cell_classes.png
Fill, decap, tap and diode cells in grey.
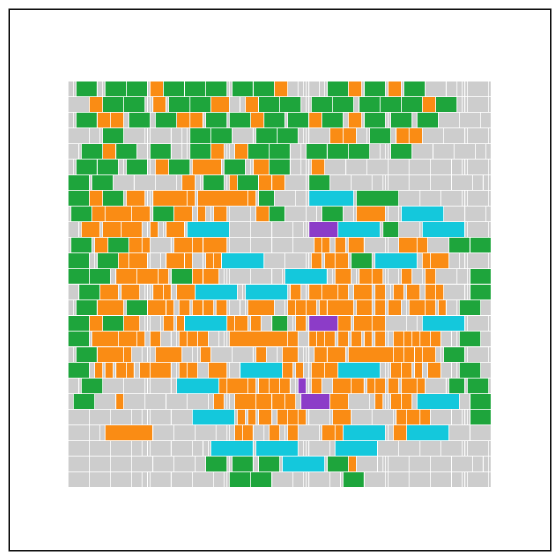
pins.png
Pins as bars across the die edge, other pins in grey.
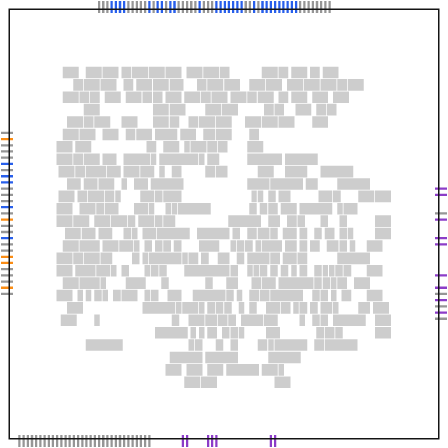
`src/rtl/mips_pkg.sv`:
```
// Shared definitions for the instruction-fetch front end: opcodes, the fetch
// FSM encoding and the default instruction-memory address width.
package mips_pkg;

    localparam int IMEM_AW_DEF = 5;

    localparam logic [5:0] OP_J = 6'b000010;

    typedef enum logic [1:0] {
        ST_IDLE = 2'd0,
        ST_RUN  = 2'd1,
        ST_HALT = 2'd2
    } fetch_state_t;

endpackage

```
`src/rtl/next_pc_logic.sv`:
```
// Combinational next-PC selection for a running fetch unit:
// jump beats taken branch, which beats sequential PC+1, all modulo 2^IMEM_AW.
module next_pc_logic
    import mips_pkg::*;
#(
    parameter int IMEM_AW = IMEM_AW_DEF
) (
    input  logic [IMEM_AW-1:0] pc,
    input  logic               jump,
    input  logic [25:0]        jump_target,
    input  logic               branch_taken,
    input  logic [15:0]        branch_offset,
    output logic [IMEM_AW-1:0] next_pc
);

    logic [31:0] pc_ext;
    logic [31:0] off_ext;
    logic [31:0] br_sum;
    logic [IMEM_AW-1:0] seq_pc;
    logic unused_hi_bits;

    // Branch arithmetic is done at full width, then truncated to wrap the PC.
    assign pc_ext  = {{(32-IMEM_AW){1'b0}}, pc};
    assign off_ext = {{16{branch_offset[15]}}, branch_offset};
    assign br_sum  = pc_ext + 32'd1 + off_ext;
    assign seq_pc  = pc + {{(IMEM_AW-1){1'b0}}, 1'b1};

    assign unused_hi_bits = ^{br_sum[31:IMEM_AW], jump_target[25:IMEM_AW]};

    always_comb begin
        next_pc = seq_pc;
        if (jump) begin
            next_pc = jump_target[IMEM_AW-1:0];
        end else if (branch_taken) begin
            next_pc = br_sum[IMEM_AW-1:0];
        end
    end

endmodule

```
`src/rtl/instr_fetch.sv`:
```
// Instruction fetch unit: PC register, IDLE/RUN/HALT control, redirect
// handling and a saturating retired-instruction counter.
module instr_fetch
    import mips_pkg::*;
#(
    parameter int IMEM_AW = IMEM_AW_DEF,
    parameter int CNT_W   = 16
) (
    input  logic               clk,
    input  logic               rst,
    input  logic               start,
    input  logic               stall,
    input  logic               branch_taken,
    input  logic [15:0]        branch_offset,
    input  logic               jump,
    input  logic [25:0]        jump_target,
    input  logic [31:0]        imem_spo,
    output logic [IMEM_AW-1:0] imem_addr,
    output logic [31:0]        instr,
    output logic               instr_valid,
    output logic               halted,
    output logic [CNT_W-1:0]   retired
);

    fetch_state_t       state_q, state_d;
    logic [IMEM_AW-1:0] pc_q, pc_d;
    logic [CNT_W-1:0]   retired_q, retired_d;
    logic [IMEM_AW-1:0] redirect_pc;
    logic               self_jump;

    function automatic logic [CNT_W-1:0] sat_inc(input logic [CNT_W-1:0] v);
        return (&v) ? v : v + {{(CNT_W-1){1'b0}}, 1'b1};
    endfunction

    next_pc_logic #(
        .IMEM_AW(IMEM_AW)
    ) u_next_pc (
        .pc           (pc_q),
        .jump         (jump),
        .jump_target  (jump_target),
        .branch_taken (branch_taken),
        .branch_offset(branch_offset),
        .next_pc      (redirect_pc)
    );

    // A jump to its own address is the program's way of saying "done".
    assign self_jump = (imem_spo[31:26] == OP_J) && (imem_spo[IMEM_AW-1:0] == pc_q);

    always_comb begin
        state_d   = state_q;
        pc_d      = pc_q;
        retired_d = retired_q;
        case (state_q)
            ST_IDLE: begin
                if (start) begin
                    state_d = ST_RUN;
                end
            end
            ST_RUN: begin
                if (!stall) begin
                    if (self_jump) begin
                        state_d = ST_HALT;
                    end else begin
                        pc_d      = redirect_pc;
                        retired_d = sat_inc(retired_q);
                    end
                end
            end
            ST_HALT: begin
                if (start) begin
                    state_d   = ST_RUN;
                    pc_d      = '0;
                    retired_d = '0;
                end
            end
            default: begin
                state_d = ST_IDLE;
            end
        endcase
    end

    always_ff @(posedge clk) begin
        if (rst) begin
            state_q   <= ST_IDLE;
            pc_q      <= '0;
            retired_q <= '0;
        end else begin
            state_q   <= state_d;
            pc_q      <= pc_d;
            retired_q <= retired_d;
        end
    end

    assign imem_addr   = pc_q;
    assign instr_valid = (state_q == ST_RUN);
    assign halted      = (state_q == ST_HALT);
    assign instr       = instr_valid ? imem_spo : 32'h0;
    assign retired     = retired_q;

endmodule

```
`config.mk`:
```
export PLATFORM = sky130hd
export DESIGN_NAME = instr_fetch
export DESIGN_NICKNAME = d
export VERILOG_FILES = /design/src/rtl/mips_pkg.sv /design/src/rtl/next_pc_logic.sv /design/src/rtl/instr_fetch.sv
export SDC_FILE = /design/constraint.sdc
export NUM_CORES = 1
export LEC_CHECK = 0
export CORE_MARGIN = 10
export CORE_UTILIZATION = 35
export CTS_CLUSTER_SIZE = 8
export DETAILED_ROUTE_END_ITERATION = 10
export PLACE_DENSITY = 0.87
export SETUP_SLACK_MARGIN = 0.4
export SYNTH_ARGS = -nofsm -noshare
export SYNTH_HDL_FRONTEND = slang
export SYNTH_SLANG_ARGS = --single-unit
export TNS_END_PERCENT = 50
```
`constraint.sdc`:
```
create_clock -name clk -period 3.3 [get_ports clk]
set_input_delay 0.825 -clock clk [delete_from_list [all_inputs] [get_ports clk]]
set_output_delay 0.825 -clock clk [all_outputs]
set_load 0.005 [all_outputs]
```
==> results_slide.txt <==
Synthesis and Place & Route Summary

Status
  • Status: finished clean

Yosys
  • Syn Nets: 342
  • Synthesized registers: 23
  • YS chip area: 0.001914 mm^2
  • Top cell area share: 0.2405
  • Mux area share: 0.01111
  • Simple-Gate Fraction of Synth Area: 0.3915
  • Cells after Synth: 255
  • Yosys Instances: 255
  • Async SR Flop Fraction: 0
  • Top cells by count: 33 x and2_1, 28 x a21oi_1, 24 x nand2_1, 23 x dfxtp_1, 18 x nor2_1
  • Top cells, area: dfxtp_1 24%, and2_1 11%, a21oi_1 7.3%, nand2_1 4.7%, nand3_1 4.4%
  • Count leader, synth: and2_1
  • Yosys warning tally: 0
  • Biggest area consumer among synthesized cells: dfxtp_1
  • Syn Std Cell Area: 0.001914 mm^2
  • Complex Gates by Area: 0.2163
  • Xor+xnor area frac: 0.05425
  • Adder Share, Synth: 0.04967
  • Commonest flop: dfxtp_1
  • Register share after synthesis: 0.2405
  • Number of enable flip-flop cells: 0
  • Synthesized area per cell: 7.507 um^2
  • Main kind of combinational logic by area: simple AND/OR/NAND/NOR gates
  • Netlist cell types: 56

Placed design
  • Pre-CTS WS: 0.1336 ns
  • Post-DP HPWL: 5238 um
  • GPL Wtd Cong: 0.9045
  • Count of input and output buffers: 102
  • Placed instance count: 419

Route
  • Initial detailed-routing violation count: 203
  • Vias per std cell: 5.218
  • DRT antenna net count: 0
  • Detailed Routing Iterations Pass 1: 4
  • Remaining DRCs: 0
  • WL per Instance: 15.47 um
  • Via count: 2228
  • Total Routed Length: 6604 um

Cells and area
  • Leading cell kind: multi-input combinational cells
  • Most common logic cell in the routed design: clkdlybuf4s50_1
  • Sequential Area: 461.7 um^2
  • Final clock-cell share: 0.01452
  • Comb_multi_in: 215
  • Post-route insts no fill: 427
  • Antenna Cells: 0
  • Logic area: 0.001395 mm^2
  • Buffering overhead: 0.3477
  • Filler cells: 475
  • Logic inverters: 7
  • Nonclk buf count: 108
  • Nets: 445
  • Top Layout Cells: 102 x clkdlybuf4s50_1, 33 x and2_1, 27 x a21oi_1, 24 x nand2_1, 22 x dfxtp_1
  • Clock buf count: 4
  • Area growth syn-to-layout: 62.03%
  • Seq_cells: 23
  • Fraction of area in multi-input gates: 0.4498
  • Fraction of layout cells with a size suffix above 1: 0.06723

Clock tree
  • Clk root buf: clkbuf_8
  • Clock-pin slew on the worst setup and hold paths: 0.08 ns
  • CTS HTree Levels: 1
  • Clk_lat worst skew: 0.27 ns
  • # clock sinks: 23
  • Clock buffer count from CTS: 3
  • CTS tree: done
  • CTS max path bufs: 2

Critical path
  • Setup CP Type: in -> out
  • Critical Path Start Type: primary input
  • Crit-path max FO: 2
  • Critical Path AT: 2.01 ns
  • WP data required: 2.47 ns
  • CP endpoint kind: primary output

STA
  • Final worst slack: 0.4674 ns
  • Final setup TNS: 0 ns
  • Achievable clock frequency: 353.0 MHz
  • Final Critical Period: 2.833 ns
  • RSZ-0062 raised after global routing: yes
  • Max Slew Vio Count: 0
  • Final Hold Vio Count: 0
  • Clock Skew: 0.002422 ns
  • Worst-Margin Slew: 0.4946 ns
  • Rel. slew slack: 0.6703
  • # setup viols final: 0
  • Tcrit/Tclk final: 0.8584

Global routing
  • Grt total ovfl: 0
  • First-pass GRT wire length: 10640 um
  • Initial antenna violation count: 0
  • Total track usage: 0.1431
  • Vias in the first global route: 2188
  • Largest net degree at the start of global routing: 26

Floorplan
  • FP Util: 0.3678
  • N_taps: 70
  • Ports: 135
  • DIE AREA: 0.008828 mm^2

Power and ir drop
  • P per Cell Area: 227.0 mW/mm^2
  • VDD IR max: 0.1452 mV
  • Leak: 1.097 nW

Job
  • Maxcap violations: 0
  • Tool warnings: 59

Worst hold path
  • Worst hold-check path type: reg -> reg
Notes on cell_classes.png above:
[clock drivers and dummy loads] purple | cells: 4 | share of their area: 1.5%
[all other logic] orange | cells: 222 | share of their area: 47%
[other buffers and delay cells] green | cells: 108 | share of their area: 36%
[flops] cyan | cells: 23 | share of their area: 15%
sequential share of cell area: 0.1489
Core Footprint: 0.005205 mm^2
final core utilization: 0.5959
row count: 26

Notes on pins.png above:
[`retired`] purple | pins: 16 | direction: output | edge: 9 east, 7 south
[`imem_addr`] orange | pins: 5 | direction: output | edge: west
[`instr`] blue | pins: 32 | direction: output | edge: 27 north, 5 west
die y size: 93.96 um
Die Wd: 93.96 um

## flip-flops by register name (all words and copies together), names as in the netlist
| register | cells |
|---|---|
| retired | 16 |
| imem_addr | 5 |
| state_q | 2 |
## timing repair
action | 4_1_cts | 5_1_grt
resized | 3 | 3
buffers inserted | 2 | 1
hold buffers | 0 | 0
pin swaps | 0 | 1
setup endpoints to repair | 33 | 16
gates cloned | 1 | 0
## path summary, 6_finish.rpt
check | slack, ns | endpoint | cells past startpoint | from
setup reg to reg | 0.68 | retired[15]$_SDFFE_PP0P_ | 9 | state_q[1]$_SDFFE_PP0P_
hold reg to reg | 0.49 | retired[14]$_SDFFE_PP0P_ | 2 | retired[14]$_SDFFE_PP0P_
setup / recovery | 0.47 | instr[2] | 3 | imem_spo[2]
hold / removal | 0.49 | retired[14]$_SDFFE_PP0P_ | 2 | retired[14]$_SDFFE_PP0P_
## metrics by stage
| stage | power [mW] | area [um^2] | hold WS, ns |
|---|---|---|---|
| global route | 0.7461 | 3102 | 0.5288 |
| finish | 0.7042 | 3102 | 0.4905 |
| floorplan | 0.3894 | 1914 | 0.4655 |
| global placement | 0.5170 | 2998 | 0.4669 |
| detailed placement | 0.5214 | 2998 | 0.4795 |
| CTS | 0.7065 | 3087 | 0.4916 |
## critical path: stages
cell and delay (ns):
clkdlybuf4s50_1 0.53, and2_1 0.14, clkdlybuf4s50_1 0.51
## power by group
part	internal (mW)	total, mW	switching (mW)
logic	0.142	0.236	0.0938
registers	0.282	0.291	0.00926
clock network	0.0863	0.177	0.0902
## per-layer routing
layer / track usage / up-vias / share of wire
met4: 0.03165 / 0 / 0.012
met5: 0 / - / 0
met1: 0.1669 / 1024 / 0.39
met3: 0.04636 / 11 / 0.083
li1: - / 1113 / -
met2: 0.2477 / 80 / 0.51
No activity file was given, so power comes from the tool's default toggle rates.
